Fig. 1: run 1, wiring by layer
Bar = 20 um.
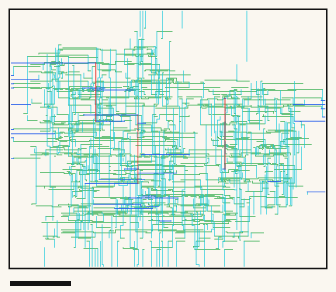
Fig. 2: run 1, gate-type map
Bar = 20 um.
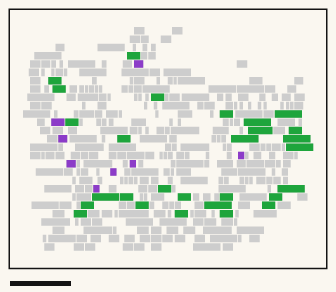
Fig. 3: run 1, where the registers sit
Bar = 20 um. Other sequential cells in the stronger gray, the rest of the logic in the fainter gray.
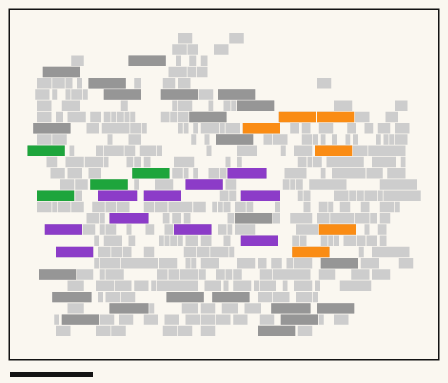
===== src/rtl/score_bcd_counter.sv =====
// Game score accumulator: applies awarded points one per clock, keeps binary and BCD views
// of the score, saturates at MAX_SCORE and tracks the session high score on game-over.
module score_bcd_counter #(
  parameter int unsigned PEND_W    = 6,
  parameter int unsigned MAX_SCORE = 999
) (
  input  logic       clk,
  input  logic       resetn,
  input  logic       clear,
  input  logic       hit_valid,
  input  logic [3:0] hit_points,
  input  logic       game_over,
  output logic [9:0] score,
  output logic [3:0] digit0,
  output logic [3:0] digit1,
  output logic [3:0] digit2,
  output logic [9:0] hi_score,
  output logic       busy,
  output logic       saturated,
  output logic       new_high
);

  typedef enum logic [0:0] {StIdle, StCount} state_e;

  localparam int unsigned SUM_W = PEND_W + 5;
  localparam logic [PEND_W-1:0] PEND_MAX  = {PEND_W{1'b1}};
  localparam logic [9:0]        SCORE_MAX = 10'(MAX_SCORE);
  localparam logic [9:0]        SCORE_PRE = 10'(MAX_SCORE - 1);
  localparam logic [3:0]        MAX_D0    = 4'(MAX_SCORE % 10);
  localparam logic [3:0]        MAX_D1    = 4'((MAX_SCORE / 10) % 10);
  localparam logic [3:0]        MAX_D2    = 4'(MAX_SCORE / 100);

  state_e            state_q, state_d;
  logic [PEND_W-1:0] pend_q, pend_d;
  logic [9:0]        score_q, score_d;
  logic [3:0]        d0_q, d0_d, d1_q, d1_d, d2_q, d2_d;
  logic [9:0]        hi_q, hi_d;
  logic              sat_q, sat_d;
  logic              flag_q, flag_d;
  logic              new_high_q, new_high_d;

  logic              start;
  logic              hit_max;
  logic              proc;
  logic [3:0]        hit_add;
  logic [SUM_W-1:0]  pend_sum;
  logic [PEND_W-1:0] pend_nxt;

  always_ff @(posedge clk or negedge resetn) begin
    if (!resetn) begin
      state_q    <= StIdle;
      pend_q     <= '0;
      score_q    <= '0;
      d0_q       <= '0;
      d1_q       <= '0;
      d2_q       <= '0;
      hi_q       <= '0;
      sat_q      <= 1'b0;
      flag_q     <= 1'b0;
      new_high_q <= 1'b0;
    end else begin
      state_q    <= state_d;
      pend_q     <= pend_d;
      score_q    <= score_d;
      d0_q       <= d0_d;
      d1_q       <= d1_d;
      d2_q       <= d2_d;
      hi_q       <= hi_d;
      sat_q      <= sat_d;
      flag_q     <= flag_d;
      new_high_q <= new_high_d;
    end
  end

  always_comb begin
    start    = hit_valid && (hit_points != 4'd0) && !sat_q;
    hit_max  = (score_q == SCORE_PRE);
    hit_add  = hit_valid ? hit_points : 4'd0;
    // Only meaningful in StCount, where pend_q is at least 1.
    pend_sum = SUM_W'(pend_q) + SUM_W'(hit_add) - SUM_W'(1);
    pend_nxt = (pend_sum > SUM_W'(PEND_MAX)) ? PEND_MAX : pend_sum[PEND_W-1:0];
    proc     = flag_q && (state_q == StIdle);

    state_d    = state_q;
    pend_d     = pend_q;
    score_d    = score_q;
    d0_d       = d0_q;
    d1_d       = d1_q;
    d2_d       = d2_q;
    hi_d       = hi_q;
    sat_d      = sat_q;
    flag_d     = flag_q;
    new_high_d = 1'b0;

    if (clear) begin
      state_d = StIdle;
      pend_d  = '0;
      score_d = '0;
      d0_d    = '0;
      d1_d    = '0;
      d2_d    = '0;
      sat_d   = 1'b0;
      flag_d  = 1'b0;
    end else begin
      // Compare uses the pre-increment score even if a hit starts counting this edge.
      new_high_d = proc && (score_q > hi_q);
      if (new_high_d) hi_d = score_q;
      flag_d = proc ? 1'b0 : (flag_q | game_over);

      unique case (state_q)
        StIdle: begin
          if (start) begin
            pend_d  = PEND_W'(hit_points);
            state_d = StCount;
          end
        end
        StCount: begin
          if (hit_max) begin
            score_d = SCORE_MAX;
            d0_d    = MAX_D0;
            d1_d    = MAX_D1;
            d2_d    = MAX_D2;
            sat_d   = 1'b1;
            pend_d  = '0;
            state_d = StIdle;
          end else begin
            score_d = score_q + 10'd1;
            if (d0_q == 4'd9) begin
              d0_d = 4'd0;
              if (d1_q == 4'd9) begin
                d1_d = 4'd0;
                d2_d = d2_q + 4'd1;
              end else begin
                d1_d = d1_q + 4'd1;
              end
            end else begin
              d0_d = d0_q + 4'd1;
            end
            pend_d = pend_nxt;
            if (pend_nxt == '0) state_d = StIdle;
          end
        end
        default: state_d = StIdle;
      endcase
    end
  end

  always_comb begin
    busy      = (state_q == StCount);
    score     = score_q;
    digit0    = d0_q;
    digit1    = d1_q;
    digit2    = d2_q;
    hi_score  = hi_q;
    saturated = sat_q;
    new_high  = new_high_q;
  end

endmodule


===== config.mk =====
export PLATFORM = sky130hd
export DESIGN_NAME = score_bcd_counter
export DESIGN_NICKNAME = d
export VERILOG_FILES = /design/src/rtl/score_bcd_counter.sv
export SDC_FILE = /design/constraint.sdc
export NUM_CORES = 1
export LEC_CHECK = 0
export ABC_CLOCK_PERIOD_IN_PS = 2100
export CAP_MARGIN = 20
export CELL_PAD_IN_SITES_DETAIL_PLACEMENT = 0
export CELL_PAD_IN_SITES_GLOBAL_PLACEMENT = 1
export CORE_ASPECT_RATIO = 0.8
export CORE_MARGIN = 4
export CORE_UTILIZATION = 37
export CTS_CLUSTER_SIZE = 8
export DETAILED_ROUTE_END_ITERATION = 8
export GPL_TIMING_DRIVEN = 0
export PLACE_DENSITY = 0.79
export RECOVER_POWER = 50
export SLEW_MARGIN = 15
export SYNTH_ARGS = -nofsm -noshare
export SYNTH_HDL_FRONTEND = slang
export SYNTH_SLANG_ARGS = --single-unit

===== constraint.sdc =====
create_clock -name clk -period 2.1 [get_ports clk]
set_input_delay 0.315 -clock clk [delete_from_list [all_inputs] [get_ports clk]]
set_output_delay 0.315 -clock clk [all_outputs]
set_load 0.05 [all_outputs]

==> ci_impl_report.md, run 1 <==
## Implementation flow summary

| Metric | Value |
|---|---|
| Layer with the highest usage after global routing | met2 |
| Final cell count without fillers | 430 |
| Most frequent cells after synthesis | 42 x dfrtp_1, 29 x inv_1, 27 x ha_1 |
| Routability-driven placement congestion ratio | 0.945 |
| Via count normalized by instance count | 5.38 |
| Row count | 27 |
| Non-CTS inverters | 29 |
| Worst hold path depth | 1 |
| Wire length of the first global-routing pass | 11100 um |
| Amount of wire on met2 after detailed routing | 3160 um |
| Filler cell count | 653 |
| Uppermost routed layer | met4 |
| Synthesized instance count | 279 |
| Leading cell types by total area after synthesis | dfrtp_1 39%, ha_1 13%, mux2_2 4.2%, inv_1 4.0%, nor2_1 3.2% |
| PnR worst setup slack | -0.0305 ns |
| CP endpoint | pend_q[2] |
| Part of the cycle the worst path needs | 101% |
| Worst vdd rail ir drop | 0.336 mV |
| Post-synthesis async set-or-reset flop share | 100% |
| Met1 usage in global routing | 23.6% |
| Total nets after synthesis | 316 |
| Buffers added on ports | 43 |
| Dominant cell area share | 39.0% |
| Kind of end point of the critical path | register |
| Number of sinks driven by the clock tree | 42 |
| Critical path start-end classification | register to register |
| Total number of yosys warnings | 0 |
| Sequential cell area fraction in the yosys report | 39.0% |
| Max H-tree Level | 2 |
| Amount of wire on met3 after detailed routing | 265 um |
| Total power divided by cell area | 730 nW/um^2 |
| Placed Instances | 410 |
| Dominant flop cell | dfrtp_1 |
| Cell type with the largest total area | dfrtp_1 |
| Number of antenna violations at the first check in global routing | 0 |
| Post-layout minimum cycle time | 2.13 ns |
| Synthesis area per yosys | 2700 sq um |
| Outcome | finished with violations |
| Layout overhead on the synthesized area | 34.5% |
| Clock group power | 510 uW |
| Horiz. Die Dim | 103 um |
| Worst reg-to-reg setup slack | -0.03 ns |
| DP Wirelength | 4630 um |
| Fraction of power spent switching nets | 38.1% |
| Setup TNS | -0.0305 ns |
| Startpoint of the worst register-to-register path | pend_q[2] |
| Chip area | 8720 sq um |
| Mapped Avg Cell Area | 9.66 sq um |
| Clock network share of area | 2.21% |
| Post-CTS resize count | 27 |
| Comb group | 1200 uW |
| Setup repair after global routing missed its margin | yes |
| Insertion delay of the later-clocked pin in the worst-skew pair | 0.29 ns |
| Critical Path Source Type | register |
| Class of the tightest hold or removal check | register to register |
| Combined area of all synthesized cells | 2700 sq um |
| Placed cell areas | 3270 sq um |
| Area of combinational cells with multiple inputs | 1690 sq um |
| Maximum number of pins on one net before global-route repair | 25 |
| Launch point of the worst path | pend_q[2] |
| Total number of warnings across the stage logs | 32 |
| Unique masters post-synth | 54 |
| Hold WS | 0.529 ns |
| Worst slew slack as a fraction of its limit | 33.1% |
| Maximum buffer depth of the clock tree | 2 |
| Internal power of the cells | 1640 uW |
| Floorplan core area | 6990 sq um |
| Net switching power | 1010 uW |
| Clock transition at path regs | 0.08 ns |
| GR Util met3 | 3.49% |
| Number of top-level pins | 44 |
| Crit path DAT | 2.30 ns |
| Violated checks | negative setup slack |
| Cells on worst reg2reg path | 9 |
| CTS hold repair buffers | 1 |
| Setup Viol. Count Final | 1 |
| Antenna diode instance count | 0 |
| Worst clock skew | 0.00236 ns |
| Endpoint with the worst hold slack | score[6] |
| GR Layer Usage met2 | 23.7% |
| Max Cap Viol | 0 |
| Total number of multi-input combinational cells | 200 |
| TritonCTS clock tree | yes |
Notes on Fig. 1 above:
color	layer	wire length
red	met4	64.6 um
cyan	met2	3160 um
green	met1	3330 um
blue	met3	266 um
WL per Instance: 15.9 um
DR vias: 2315
total wire length: 6820 um
GR Util All Layers: 15.9%

Notes on Fig. 2 above:
color	family	cells	most used
purple	AND and OR gates	8	and3_1
green	adder and majority cells	28	ha_1

Notes on Fig. 3 above:
color	name in the netlist	flops
purple	score	10
orange	pend_q	6
green	digit2	4
not colored	22
Finished Core Util: 51.9%
power drawn by the sequential cells: 934 uW
Storage cell area: 1060 sq um
share of cell area taken by flip-flops and latches: 29.2%

## run 1: worst max-delay path: stages, from the launching register on
cell and delay, ns:
dfrtp_1 0.39, inv_2 0.08, ha_4 0.20, inv_4 0.07
ha_4 0.20, a21oi_2 0.14, nor3_2 0.06, o31a_1 0.40
nor4b_2 0.34, o22ai_1 0.13
## run 1: logic make-up after synthesis
family,count (synthesis),synth area share (%)
AND-OR/OR-AND,58,14.2
XOR/XNOR,8,2.60
adder cells (fa/ha/maj),28,13.3
buffers and inverters,37,5.85
flip-flops,42,39.0
multiplexers,15,6.04
AND/OR/NAND/NOR,91,19.1
## run 1: stage by stage
step | total power (uW) | setup slack (ns)
global route | 2820 | -0.127
finish | 2650 | -0.0305
CTS | 2560 | -0.00280
floorplan | 1590 | 0.000110
detailed placement | 1850 | -0.708
global placement | 1840 | -0.723
==> run 1 -> run 2 <==
Settings changed: GPL_ROUTABILITY_DRIVEN set to 1.
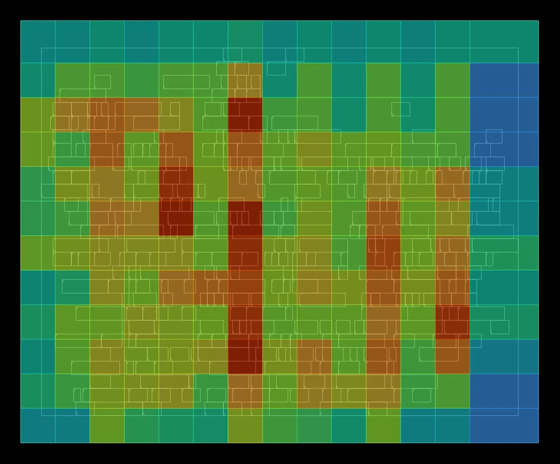
Fig. 4. Congestion heat map (run 2).
layer with the highest usage after global routing: met2
GR Layer Usage met2: 23.7%
GR Util met3: 3.49%
met1 usage in global routing: 23.6%

==> ci_impl_report.md, run 2 <==
## Implementation flow summary

| Metric | Value |
|---|---|
| Via count normalized by instance count | 5.38 (unchanged) |
| Class of the tightest hold or removal check | register to register (unchanged) |
| Total number of yosys warnings | 0 (unchanged) |
| PnR worst setup slack | -0.0305 ns (unchanged) |
| Placed Instances | 410 (unchanged) |
| Critical Path Source Type | register (unchanged) |
| Routability-driven placement congestion ratio | 0.945 (unchanged) |
| Sequential cell area fraction in the yosys report | 39.0% (unchanged) |
| Outcome | finished with violations (unchanged) |
| Placed cell areas | 3270 sq um (unchanged) |
| Total number of multi-input combinational cells | 200 (unchanged) |
| Wire length of the first global-routing pass | 11100 um (unchanged) |
| CTS hold repair buffers | 1 (unchanged) |
| Violated checks | negative setup slack (unchanged) |
| Chip area | 8720 sq um (unchanged) |
| Floorplan core area | 6990 sq um (unchanged) |
| Area fraction in full adders, half adders and majority gates | 13.3% (unchanged) |
| Kind of end point of the critical path | register (unchanged) |
| Maximum buffer depth of the clock tree | 2 (unchanged) |
| Non-CTS inverters | 29 (unchanged) |
| Power drawn by the sequential cells | 934 uW (about the same) |
| Setup WS pre-CTS | -0.708 ns (unchanged) |
| Amount of wire on met3 after detailed routing | 265 um (unchanged) |
| Uppermost routed layer | met4 (unchanged) |
| Worst slew slack as a fraction of its limit | 33.1% (unchanged) |
| Number of antenna violations at the first check in global routing | 0 (unchanged) |
| Fraction of power spent switching nets | 38.1% (unchanged) |
| Clock network share of area | 2.21% (unchanged) |
| Max H-tree Level | 2 (unchanged) |
| Total power draw | 2650 uW (unchanged) |
| Post-synthesis share of cell area spent on and-or and or-and gates | 14.2% (unchanged) |
| Setup Viol. Count Final | 1 (unchanged) |
| TritonCTS clock tree | yes (unchanged) |
| Total power divided by cell area | 730 nW/um^2 (unchanged) |
| Part of the cycle the worst path needs | 101% (unchanged) |
| Worst clock skew | 0.00236 ns (unchanged) |
| Setup repair after global routing missed its margin | yes (unchanged) |
| GR Util All Layers | 15.9% (unchanged) |
| Cells on worst reg2reg path | 9 (unchanged) |
| Internal power of the cells | 1640 uW (unchanged) |
| Dominant cell area share | 39.0% (unchanged) |
| Unique masters post-synth | 54 (unchanged) |
| Total wire length | 6820 um (unchanged) |
| Storage cell area | 1060 sq um (unchanged) |
| DP Wirelength | 4630 um (unchanged) |
| Row count | 27 (unchanged) |
| Buffers added on ports | 43 (unchanged) |
| Layout overhead on the synthesized area | 34.5% (unchanged) |
| Most frequent cells after synthesis | 42 x dfrtp_1, 29 x inv_1, 27 x ha_1 (unchanged) |
| Combined area of all synthesized cells | 2700 sq um (unchanged) |
| Number of top-level pins | 44 (unchanged) |
| Post-layout minimum cycle time | 2.13 ns (unchanged) |
| Insertion delay of the later-clocked pin in the worst-skew pair | 0.29 ns (about the same) |
| Worst vdd rail ir drop | 0.336 mV (unchanged) |
| Synthesized instance count | 279 (unchanged) |
| Amount of wire on met2 after detailed routing | 3160 um (unchanged) |
| Finished Core Util | 51.9% (unchanged) |
| DR vias | 2315 (unchanged) |
| Horiz. Die Dim | 103 um (unchanged) |
| WL per Instance | 15.9 um (unchanged) |
| Mux contribution to synthesized area | 6.04% (unchanged) |
| Net switching power | 1010 uW (unchanged) |
| Number of sinks driven by the clock tree | 42 (unchanged) |
| Filler cell count | 653 (unchanged) |
| Crit path DAT | 2.30 ns (about the same) |
| Hold WS | 0.529 ns (unchanged) |
| Post-Synth Simple-Gate Area | 19.1% (unchanged) |
| Share of cell area taken by flip-flops and latches | 29.2% (unchanged) |
| Maximum number of pins on one net before global-route repair | 25 (unchanged) |
| Setup TNS | -0.0305 ns (unchanged) |
| Critical path start-end classification | register to register (unchanged) |
| Dominant kind of combinational cell | simple AND/OR/NAND/NOR gates (unchanged) |
| Leading cell types by total area after synthesis | dfrtp_1 39%, ha_1 13%, mux2_2 4.2%, inv_1 4.0%, nor2_1 3.2% (unchanged) |
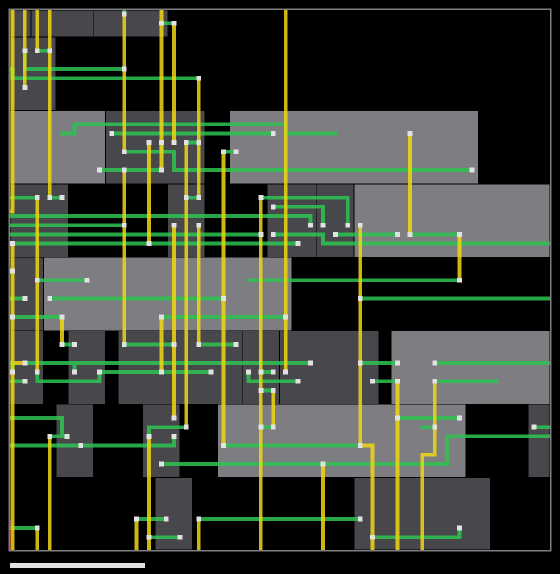
Fig. 5. Zoomed window (run 2).
Bar = 5 um. Region (42, 49) to (62, 69) um. Cells in gray, sequential cells in the stronger gray; small squares are vias.
color	layer
red	met4
yellow	met2
blue	met3
green	met1
cells with their middle in the window	20
netlist names of flops here include	digit0 (2)
sequential cells in the window	5
most frequent	dfrtp_1 (5), nor2_1 (4)

==> run 2: cell counts after synthesis <==
No cell type changed its count.
==> run 2: worst max-delay path, stage by stage (launching register included) <==
cell     delay (ns)
dfrtp_1        0.39
inv_2          0.08
ha_4           0.20
inv_4          0.07
ha_4           0.20
a21oi_2        0.14
nor3_2         0.06
o31a_1         0.40
nor4b_2        0.34
o22ai_1        0.13
==> run 2: final timing paths <==
check / startpoint / end / slack [ns]
setup / recovery: pend_q[2] / pend_q[2] / -0.03
hold / removal: score[6] / score[6] / 0.53
setup reg to reg: pend_q[2] / pend_q[2] / -0.03
hold reg to reg: score[6] / score[6] / 0.53
max in group asynchronous: resetn / hi_score[1] / 0.24
min in group asynchronous: resetn / hi_score[7] / 0.70
Fig. 6: run 2, gate-type map
Bar = 20 um.
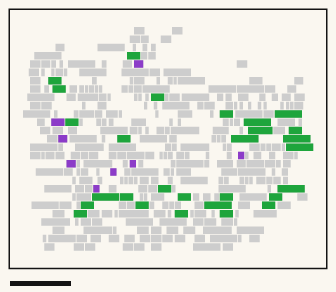

==> run 2 -> run 3 <==
Settings changed: SLEW_MARGIN 15 to unset.
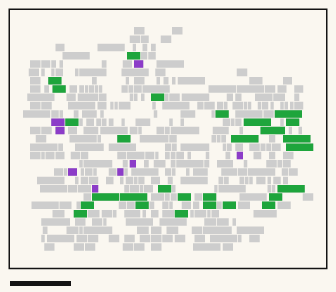
Fig. 7. Gate-type map (run 3).
Bar = 20 um.
color	family	cells	most used
green	adder and majority cells	28	ha_1
purple	AND and OR gates	8	and3_1
final cell count without fillers: 434
logic gate fraction of the total cell area: 45.9%
most frequent logic cell in the layout: dfrtp_1

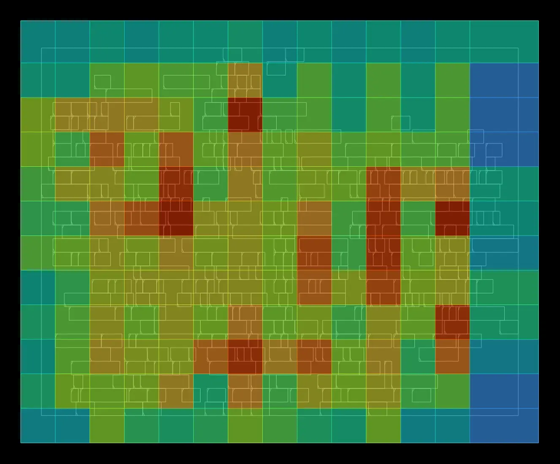
Fig. 8. Congestion heat map (run 3).
met1 usage in global routing: 23.6%
GR Util met3: 2.66%
WL per Instance: 15.6 um
GR Layer Usage met2: 24.1%

==> ci_impl_report.md, run 3 <==
## Implementation flow summary

| Metric | Value |
|---|---|
| Outcome | finished with violations (unchanged) |
| Violated checks | negative setup slack (unchanged) |
| Finished Core Util | 51.9% (about the same) |
| Maximum number of pins on one net before global-route repair | 35 (was 25) |
| Worst clock skew | 0.00297 ns (was 0.00236 ns) |
| PnR worst setup slack | -0.0497 ns (was -0.0305 ns) |
| Setup Viol. Count Final | 1 (unchanged) |
| Buf+Inv Stages, Crit Path | 2 (unchanged) |
| Sequential power share | 35.4% (was 35.3%) |
| Dominant cell area share | 39.0% (unchanged) |
| Part of the cycle the worst path needs | 102% (was 101%) |
| Wire length of the first global-routing pass | 11200 um (was 11100 um) |
| Kind of end point of the critical path | register (unchanged) |
| Setup WS pre-CTS | -0.723 ns (was -0.708 ns) |
| Floorplan core area | 6990 sq um (unchanged) |
| Cell type with the largest total area | dfrtp_1 (unchanged) |
| Crit path top cell by count | ha_4 (unchanged) |
| Filler cell count | 647 (was 653) |
| Crit path DAT | 2.31 ns (was 2.30 ns) |
| Placed Instances | 410 (unchanged) |
| Dominant flop cell | dfrtp_1 (unchanged) |
| Max Cap Viol | 0 (unchanged) |
| Worst slew slack as a fraction of its limit | 41.1% (was 33.1%) |
| Net switching power | 995 uW (was 1010 uW) |
| Buffers added on ports | 43 (unchanged) |
| Number of top-level pins | 44 (unchanged) |
| Total power divided by cell area | 726 nW/um^2 (was 730 nW/um^2) |
| GR Util All Layers | 15.9% (about the same) |
| Fraction of power spent switching nets | 37.8% (was 38.1%) |
| Clock group power | 505 uW (was 510 uW) |
| Combined area of all synthesized cells | 2700 sq um (unchanged) |
| Class of the tightest hold or removal check | primary input to async pin (was register to register) |
| Post-Synth Simple-Gate Area | 19.1% (unchanged) |
| CTS hold repair buffers | 1 (unchanged) |
| Number of antenna violations at the first check in global routing | 0 (unchanged) |
| Remaining routing DRC violations | 0 (unchanged) |
| Total wire length | 6780 um (was 6820 um) |
| Sequential cell area fraction in the yosys report | 39.0% (unchanged) |
| Mux contribution to synthesized area | 6.04% (unchanged) |
| DR vias | 2317 (was 2315) |
| Cells along the critical path | inv_2 -> ha_4 -> inv_4 -> ha_4 -> a21oi_2 -> nor3_2 -> o31a_1 -> nor4b_2 -> o22ai_1 (unchanged) |
| Placed cell areas | 3270 sq um (unchanged) |
| Max H-tree Level | 2 (unchanged) |
| XOR/XNOR share of the synthesized area | 2.60% (unchanged) |
| Amount of wire on met3 after detailed routing | 158 um (was 265 um) |
| Post-layout minimum cycle time | 2.15 ns (was 2.13 ns) |
| Setup TNS | -0.0497 ns (was -0.0305 ns) |
| Worst vdd rail ir drop | 0.339 mV (was 0.336 mV) |
| Drt first-iter violations | 63 (was 119) |
| Synthesized instance count | 279 (unchanged) |
| Post-synthesis async set-or-reset flop share | 100% (unchanged) |
| Layer with the highest usage after global routing | met2 (unchanged) |
| Amount of wire on met2 after detailed routing | 3120 um (was 3160 um) |
| Most frequent cells after synthesis | 42 x dfrtp_1, 29 x inv_1, 27 x ha_1 (unchanged) |
| Post-CTS resize count | 25 (was 27) |
| Mapped Avg Cell Area | 9.66 sq um (unchanged) |
| Insertion delay of the later-clocked pin in the worst-skew pair | 0.29 ns (about the same) |
| Area fraction in full adders, half adders and majority gates | 13.3% (unchanged) |
| Number of sinks driven by the clock tree | 42 (unchanged) |
| TritonCTS clock tree | yes (unchanged) |
| Chip area | 8720 sq um (unchanged) |
| Uppermost routed layer | met4 (unchanged) |
| Hold WS | 0.473 ns (was 0.529 ns) |
| Post-synthesis share of cell area spent on and-or and or-and gates | 14.2% (unchanged) |
| Total number of yosys warnings | 0 (unchanged) |
| Number of pins with negative max-slew slack in the final report | 0 (unchanged) |
| Comb group | 1200 uW (about the same) |
| Power drawn by the sequential cells | 932 uW (was 934 uW) |
| Family with the most delay on the worst path | AND-OR/OR-AND gates (unchanged) |
| Routability-driven placement congestion ratio | 0.945 (unchanged) |
| Worst path max stage delay | 0.41 ns (was 0.40 ns) |
| Antenna diode instance count | 0 (unchanged) |
| Dominant kind of combinational cell | simple AND/OR/NAND/NOR gates (unchanged) |
| Total number of warnings across the stage logs | 31 (was 32) |
| Total nets after synthesis | 316 (unchanged) |
| Row count | 27 (unchanged) |
| Synthesis area per yosys | 2700 sq um (unchanged) |
| Via count normalized by instance count | 5.34 (was 5.38) |
| Clock transition at path regs | 0.08 ns (about the same) |
| Leading cell types by total area after synthesis | dfrtp_1 39%, ha_1 13%, mux2_2 4.2%, inv_1 4.0%, nor2_1 3.2% (unchanged) |
-- run 3: layout make-up --
class                           instances  area (sq um)  share of cell area, %
Buffer                                  8          51.3                   1.41
Clock buffer                            8          80.1                   2.21
Inverter                               29           111                   3.07
Multi-Input combinational cell        200          1670                   45.9
Sequential cell                        42          1060                   29.2
Tap cell                               87           109                   3.00
Timing Repair Buffer                   60           549                   15.1
-- run 3: final timing paths --
check                           depth (start not counted)  slack, ns           to   startpoint
worst max-delay path                                    9      -0.05    pend_q[2]    pend_q[2]
max in group asynchronous                               3       0.36     score[3]       resetn
worst max register to register                          9      -0.05    pend_q[2]    pend_q[2]
min in group clk                                        1       0.53  hi_score[5]  hi_score[5]
worst min-delay path                                    2       0.47  hi_score[7]       resetn
worst min register to register                          1       0.53  hi_score[5]  hi_score[5]
Power is estimated from default activity; no workload was simulated.
